==> config.mk <==
export PLATFORM = sky130hd
export DESIGN_NAME = tone_decoder
export DESIGN_NICKNAME = d
export VERILOG_FILES = /design/src/rtl/tone_decoder.sv
export SDC_FILE = /design/constraint.sdc
export NUM_CORES = 1
export LEC_CHECK = 0
export CAP_MARGIN = 20
export CORE_MARGIN = 8
export CORE_UTILIZATION = 42
export DETAILED_ROUTE_END_ITERATION = 8
export SYNTH_ARGS = -nofsm -noshare
export SYNTH_HDL_FRONTEND = slang
export SYNTH_SLANG_ARGS = --single-unit
==> constraint.sdc <==
create_clock -name clk -period 6.8 [get_ports clk]
set_input_delay 1.02 -clock clk [delete_from_list [all_inputs] [get_ports clk]]
set_output_delay 1.02 -clock clk [all_outputs]
set_load 0.03 [all_outputs]
==> src/rtl/tone_decoder.sv <==
`default_nettype none
// +----------------------------------------------------------------------------+
// | Module      : tone_decoder                                                 |
// | Description : Recovers a note index (C4..D6, 0..15) from a square-wave     |
// |               tone by measuring its half-period and scanning a 16-entry    |
// |               table one entry per cycle. A note is declared only after     |
// |               STABLE_CNT consecutive identical matches.                    |
// | Revision    : 1.0 - initial release                                        |
// +----------------------------------------------------------------------------+
// | Ports                                                                      |
// |   clk        in   1  system clock                                          |
// |   rst        in   1  asynchronous active-low reset                         |
// |   tone_in    in   1  asynchronous square wave                              |
// |   note       out  4  decoded note index (0=C4 .. 15=D6)                    |
// |   note_valid out  1  high while a stable, in-table tone is present         |
// |   note_pulse out  1  1-cycle strobe on valid rise or note change           |
// +----------------------------------------------------------------------------+
module tone_decoder #(
   parameter int CLK_HZ      = 100_000_000,
   parameter int CNT_W       = 18,
   parameter int TOL_SHIFT   = 5,
   parameter int STABLE_CNT  = 4,
   parameter int TIMEOUT_CYC = 250_000
) (
   input  logic       clk,
   input  logic       rst,
   input  logic       tone_in,
   output logic [3:0] note,
   output logic       note_valid,
   output logic       note_pulse
);

   localparam int STB_W = $clog2(STABLE_CNT + 1);

   localparam logic [1:0] S_IDLE   = 2'd0;
   localparam logic [1:0] S_SCAN   = 2'd1;
   localparam logic [1:0] S_RESULT = 2'd2;

   localparam logic [CNT_W-1:0] C_TIMEOUT    = CNT_W'(TIMEOUT_CYC);
   localparam logic [CNT_W-1:0] C_TIMEOUT_M1 = CNT_W'(TIMEOUT_CYC - 1);
   localparam logic [STB_W-1:0] C_STB_MAX    = STB_W'(STABLE_CNT);
   localparam logic [3:0]       C_LAST_IDX   = 4'd15;

   // Note frequencies in Hz (integer), C4..D6.
   localparam int FREQ_HZ [16] = '{261, 293, 329, 349, 392, 440, 493, 523,
                                   587, 659, 698, 784, 880, 987, 1046, 1174};

   // Nominal half-period table, folded to constants at elaboration.
   logic [CNT_W-1:0] table_w [16];
   for (genvar gi = 0; gi < 16; gi++) begin : g_table
      assign table_w[gi] = CNT_W'(CLK_HZ / FREQ_HZ[gi] / 2);
   end

   logic             sync1_q, sync2_q, level_q;
   logic [CNT_W-1:0] period_cnt_q, period_cnt_d;
   logic [CNT_W-1:0] meas_q, meas_d;
   logic             first_edge_q, first_edge_d;
   logic [1:0]       state_q, state_d;
   logic [3:0]       idx_q, idx_d;
   logic             found_q, found_d;
   logic [3:0]       res_q, res_d;
   logic [3:0]       cand_q, cand_d;
   logic [STB_W-1:0] stable_q, stable_d;
   logic [3:0]       note_q, note_d;
   logic             note_valid_q, note_valid_d;
   logic             note_pulse_q, note_pulse_d;

   logic             edge_w, timeout_w, hit_w, fin_found_w;
   logic [3:0]       fin_idx_w;
   logic [CNT_W:0]   meas_x, nom_x, diff_w, tol_w;

   assign edge_w = sync2_q ^ level_q;

   // Window compare one bit wider than the counter so the difference never wraps.
   assign meas_x = {1'b0, meas_q};
   assign nom_x  = {1'b0, table_w[idx_q]};
   assign tol_w  = nom_x >> TOL_SHIFT;
   assign diff_w = (meas_x >= nom_x) ? (meas_x - nom_x) : (nom_x - meas_x);
   assign hit_w  = (diff_w <= tol_w);

   // Final scan outcome including the comparison made in the last scan cycle.
   assign fin_found_w = found_q | hit_w;
   assign fin_idx_w   = found_q ? res_q : idx_q;

   // Saturation is reached on the cycle after this, so timeout fires once.
   assign timeout_w = !edge_w && (period_cnt_q == C_TIMEOUT_M1);

   always_comb begin
      period_cnt_d = period_cnt_q;
      meas_d       = meas_q;
      first_edge_d = first_edge_q;
      state_d      = state_q;
      idx_d        = idx_q;
      found_d      = found_q;
      res_d        = res_q;
      cand_d       = cand_q;
      stable_d     = stable_q;
      note_d       = note_q;
      note_valid_d = note_valid_q;
      note_pulse_d = 1'b0;

      if (edge_w) begin
         period_cnt_d = '0;
         if (first_edge_q) begin
            // Nothing meaningful to measure yet; just start timing.
            first_edge_d = 1'b0;
         end else begin
            // Starts (or aborts and restarts) the scan with the new period.
            meas_d  = period_cnt_q + 1'b1;
            state_d = S_SCAN;
            idx_d   = 4'd0;
            found_d = 1'b0;
         end
      end else begin
         if (period_cnt_q != C_TIMEOUT) begin
            period_cnt_d = period_cnt_q + 1'b1;
         end

         if (timeout_w) begin
            note_valid_d = 1'b0;
            stable_d     = '0;
            state_d      = S_IDLE;
            first_edge_d = 1'b1;
         end else begin
            case (state_q)
               S_SCAN: begin
                  if (!found_q && hit_w) begin
                     found_d = 1'b1;
                     res_d   = idx_q;
                  end
                  if (idx_q == C_LAST_IDX) begin
                     // Commit here so registered outputs appear in the RESULT cycle.
                     state_d = S_RESULT;
                     if (!fin_found_w) begin
                        stable_d     = '0;
                        note_valid_d = 1'b0;
                     end else if (fin_idx_w == cand_q) begin
                        stable_d = (stable_q >= C_STB_MAX) ? C_STB_MAX : stable_q + 1'b1;
                     end else begin
                        cand_d   = fin_idx_w;
                        stable_d = STB_W'(1);
                     end
                     if ((stable_d == C_STB_MAX) && (!note_valid_q || (cand_d != note_q))) begin
                        note_d       = cand_d;
                        note_valid_d = 1'b1;
                        note_pulse_d = 1'b1;
                     end
                  end else begin
                     idx_d = idx_q + 1'b1;
                  end
               end
               S_RESULT: state_d = S_IDLE;
               default:  state_d = S_IDLE;
            endcase
         end
      end
   end

   always_ff @(posedge clk or negedge rst) begin
      if (!rst) begin
         sync1_q      <= 1'b0;
         sync2_q      <= 1'b0;
         level_q      <= 1'b0;
         period_cnt_q <= '0;
         meas_q       <= '0;
         first_edge_q <= 1'b1;
         state_q      <= S_IDLE;
         idx_q        <= 4'd0;
         found_q      <= 1'b0;
         res_q        <= 4'd0;
         cand_q       <= 4'd0;
         stable_q     <= '0;
         note_q       <= 4'd0;
         note_valid_q <= 1'b0;
         note_pulse_q <= 1'b0;
      end else begin
         sync1_q      <= tone_in;
         sync2_q      <= sync1_q;
         level_q      <= sync2_q;
         period_cnt_q <= period_cnt_d;
         meas_q       <= meas_d;
         first_edge_q <= first_edge_d;
         state_q      <= state_d;
         idx_q        <= idx_d;
         found_q      <= found_d;
         res_q        <= res_d;
         cand_q       <= cand_d;
         stable_q     <= stable_d;
         note_q       <= note_d;
         note_valid_q <= note_valid_d;
         note_pulse_q <= note_pulse_d;
      end
   end

   assign note       = note_q;
   assign note_valid = note_valid_q;
   assign note_pulse = note_pulse_q;

endmodule
`default_nettype wire
### Floorplan with the power grid, run 1

Scale bar: 50 µm. Pins as bars on the die edge. Tap cells in gray.
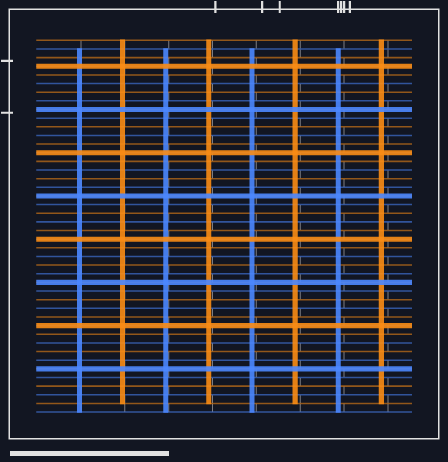
- blue: VSS
- orange: VDD
- tap cells: 180
- met5 straps: 8

### Cell classes on the final placement, run 1

Scale bar: 50 µm.
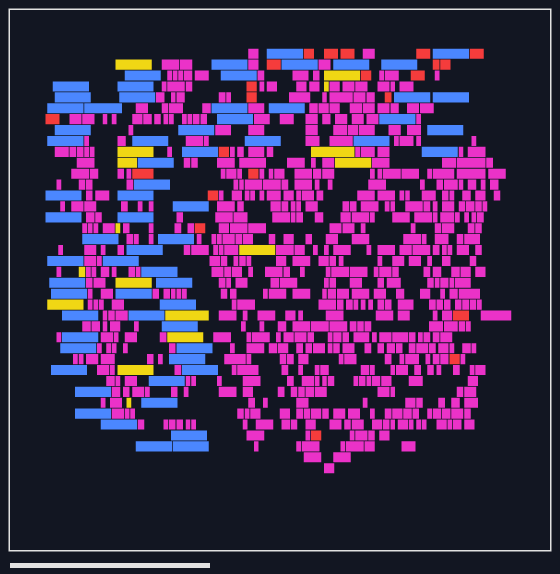
- yellow: clock drivers and dummy loads (cells 16)
- red: remaining buffers and delay cells (cells 22)
- blue: sequential cells (cells 64)
- magenta: combinational and other logic (cells 627)

### Clock wires, drivers and flops, run 1

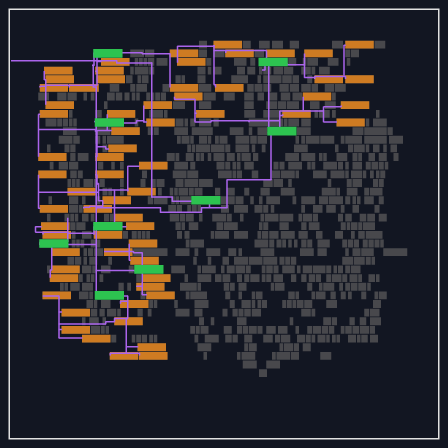
- green: clock drivers (count 9)
- purple: clock wires (length 927 µm)
- orange: flip-flops (count 64)
- routed clock nets: 10

==> flow_summary.rst, run 1 <==
Physical design figures
=======================

.. list-table::
   :header-rows: 1

   * - Metric
     - Value
   * - Met3 Routed Length
     - 953 µm
   * - Most utilized layer in the global route result
     - met2
   * - Portion of netlist area occupied by mux cells
     - 0.0491
   * - Power Density
     - between 400 and 500 mW/mm²
   * - Logic cell area
     - between 0.003 and 0.004 mm²
   * - Power share of the sequential group
     - 0.150
   * - Wire length of the first global-routing pass
     - 25800 µm
   * - HPWL after detailed placement
     - approximately 13000 µm
   * - Sum of overflow across all layers after global routing
     - 0
   * - Area share of and-or/or-and cells after synthesis
     - 0.220
   * - IO Port Bufs
     - 8
   * - Launch point of the critical path
     - idx_q[0]$_DFFE_PN0P_
   * - Top cell type by instance count after synthesis
     - sky130_fd_sc_hd__nand2_1
   * - Crit Path Category
     - reg2reg
   * - Yosys Instances
     - 720
   * - FP Rows
     - around 43
   * - Result of the run
     - complete, no violations
   * - Worst path top cell family by delay
     - AND-OR/OR-AND gates
   * - Number of sinks handled by clock tree synthesis
     - 64
   * - Worst-case reg-to-reg path depth
     - 25
   * - Initial antenna violation count
     - 0
## Run 2: what changed since run 1
Settings changed: CORE_UTILIZATION 42 to 60, PLACE_DENSITY set to 0.77.
==> run 2 against run 1 <==
  * Via count grew 0.69%
  * Wire length shrank 2.2%
  * Total power shrank 5.3%
  * Final cell count shrank 4.7%
  * Critical path depth grew 2
  * Maximum frequency shrank 0.43%
  * Non-clock buffer count grew 4
  * First-iteration DRC count grew 48%
  * Area after synthesis is the same
  * Combinational power is essentially flat
  * Design area shrank 2.3%
==> flow_summary.rst, run 2 <==
Physical design figures
=======================

.. list-table::
   :header-rows: 1

   * - Metric
     - Value
   * - Net switching power
     - between 0.001 and 0.0015 W
   * - Placed Cells incl. Taps
     - ~840
   * - Min-Delay Path Depth
     - 0
   * - Sum of overflow across all layers after global routing
     - 0 (unchanged)
   * - Initial antenna violation count
     - 0 (unchanged)
   * - Worst path top cell family by delay
     - AND-OR/OR-AND gates
   * - Power Density
     - 425 mW/mm² (-3.1%)
   * - DR WL met2
     - between 7000 and 8000 µm
   * - Wire length of the first global-routing pass
     - 25100 µm (-2.7%)
   * - Hold Buf Count CTS
     - 0
   * - Crit Path Category
     - reg2reg
   * - Final Setup Violations
     - 0
   * - Met3 Routed Length
     - 1120 µm (+17%)
   * - Worst-case reg-to-reg path depth
     - 27 (+8.0%)
   * - Logic cell area
     - 0.00398 mm² (+0.19%)
   * - FP Rows
     - 36 (-16%)
   * - Top cell type by instance count after synthesis
     - sky130_fd_sc_hd__nand2_1
   * - Launch point of the critical path
     - idx_q[1]$_DFFE_PN0P_
   * - Number of sinks handled by clock tree synthesis
     - 64 (unchanged)
   * - Area share of and-or/or-and cells after synthesis
     - 0.220 (unchanged)
   * - HPWL after detailed placement
     - 12300 µm (-1.8%)
   * - Result of the run
     - complete, no violations
   * - Power share of the sequential group
     - 0.158 (+0.008)
   * - Yosys Instances
     - 720 (unchanged)
   * - Portion of netlist area occupied by mux cells
     - 0.0491 (unchanged)
   * - Most utilized layer in the global route result
     - met2
### Floorplan with the power grid, run 2

Scale bar: 20 µm. Pins as bars on the die edge. Tap cells in gray.
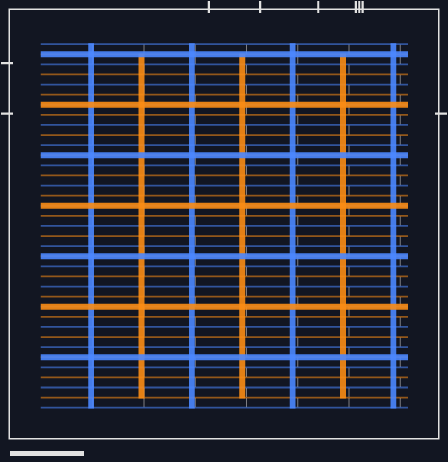
- blue: VSS
- orange: VDD
- met1 rails: 37
- rows: 36

### Clock wires, drivers and flops, run 2

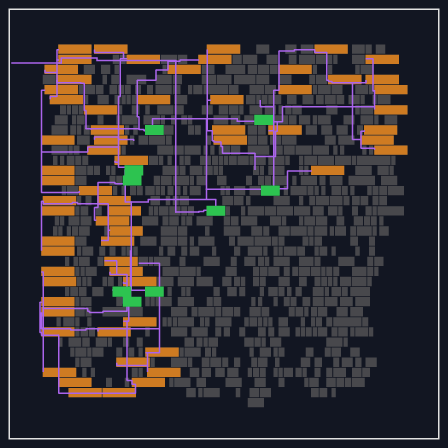
- orange: flip-flops (count 64)
- green: clock drivers (count 9)
- purple: clock wires (length 1020 µm)
- routed clock nets: 10

## Run 3: what changed since run 2
Settings changed: GPL_TIMING_DRIVEN set to 0.
==> run 3 against run 2 <==
  * Global-route usage is 0.62 points higher
  * Count of clock-buffer cells in the layout is 2 lower
  * First-iteration DRC count is 26% lower
  * Worst setup slack worse by 0.097 ns
  * Combinational power is 5% higher
  * Highest routed layer unchanged
  * Flip-flop count stayed put
==> flow_summary.rst, run 3 <==
Physical design figures
=======================

.. list-table::
   :header-rows: 1

   * - Metric
     - Value
   * - Fin util
     - 0.680
   * - Portion of netlist area occupied by mux cells
     - 0.0491 (unchanged)
   * - Top flip-flop cell by instance count after synthesis
     - sky130_fd_sc_hd__dfrtp_1
   * - Worst path top cell family by delay
     - AND-OR/OR-AND gates
   * - Power Density
     - 431 mW/mm² (+1.2%)
   * - Sum of overflow across all layers after global routing
     - 0 (unchanged)
   * - FP Rows
     - 36 (unchanged)
   * - Power share of the sequential group
     - 0.152 (-0.006)
   * - Initial antenna violation count
     - 0 (unchanged)
   * - Relative area of non-clock buffer cells in the final design
     - 0.0475
   * - XOR/XNOR Area Share
     - 0.0726
   * - Number of global-route vias before repair
     - roughly 5300
   * - Number of warning messages in the yosys log
     - 0
   * - Layout overhead on the synthesized area
     - 11.4%
   * - Final setup slack of the worst path
     - approximately 0.28 ns
   * - Net switching power
     - 0.00145 W (+4.1%)
   * - Result of the run
     - complete, no violations
   * - Launch point of the critical path
     - idx_q[0]$_DFFE_PN0P_
   * - Crit Path Category
     - reg2reg
   * - Met3 Routed Length
     - 860 µm (-23%)
   * - Hold Buf Count CTS
     - 0 (unchanged)
   * - Top cell type by instance count after synthesis
     - sky130_fd_sc_hd__nand2_1
   * - DR WL met2
     - 7450 µm (+6.2%)
   * - Biggest registers after layout
     - meas_q (18), period_cnt_q (18)
   * - Wire length of the first global-routing pass
     - 25800 µm (+2.6%)
   * - Min-Delay Path Depth
     - 0 (unchanged)
   * - Number of sinks handled by clock tree synthesis
     - 64 (unchanged)
   * - Net Sw Frac
     - 0.511
   * - Placed Cells incl. Taps
     - 862 (+2.3%)
   * - Area share of and-or/or-and cells after synthesis
     - 0.220 (unchanged)
   * - HPWL after detailed placement
     - 12500 µm (+1.4%)
   * - Most utilized layer in the global route result
     - met2
   * - EDFF count, synth
     - 0
   * - Final Setup Violations
     - 0 (unchanged)
   * - Antenna violation net count after detailed routing
     - 0
   * - Yosys Instances
     - 720 (unchanged)
   * - Element type at the critical path start
     - flip-flop
   * - Actual slew at the worst max-slew pin
     - 0.905 ns
   * - Logic cell area
     - 0.00406 mm² (+2.0%)
   * - Number of buffers created by CTS
     - 9
   * - Clk_lat worst skew
     - around 0.35 ns
   * - Async SR Flop Fraction
     - 1.00
   * - Worst-case reg-to-reg path depth
     - 27 (unchanged)
### Clock wires, drivers and flops, run 3

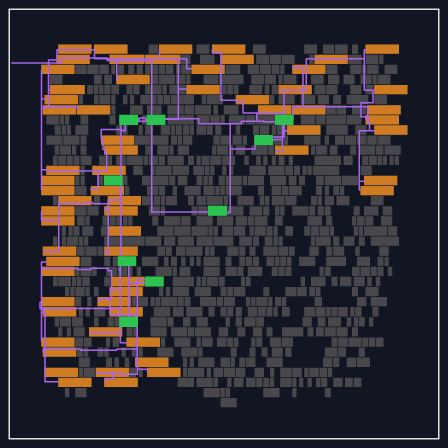
- orange: flip-flops (count 64)
- green: clock drivers (count 9)
- purple: clock wires (length 941 µm)
- routed clock nets: 10

### Floorplan with the power grid, run 3

Scale bar: 20 µm. Pins as bars on the die edge. Tap cells in gray.
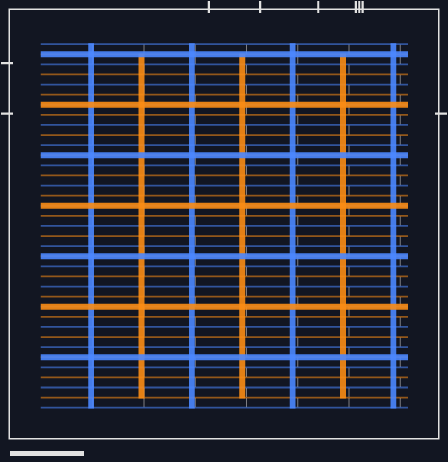
Die Width: 115 µm
core box area: 0.00968 mm²
vertical extent of the die: 115 µm
worst-case vdd ir drop: 0.000209 V

Power figures rest on the tool's default switching activity, not on a simulated workload.
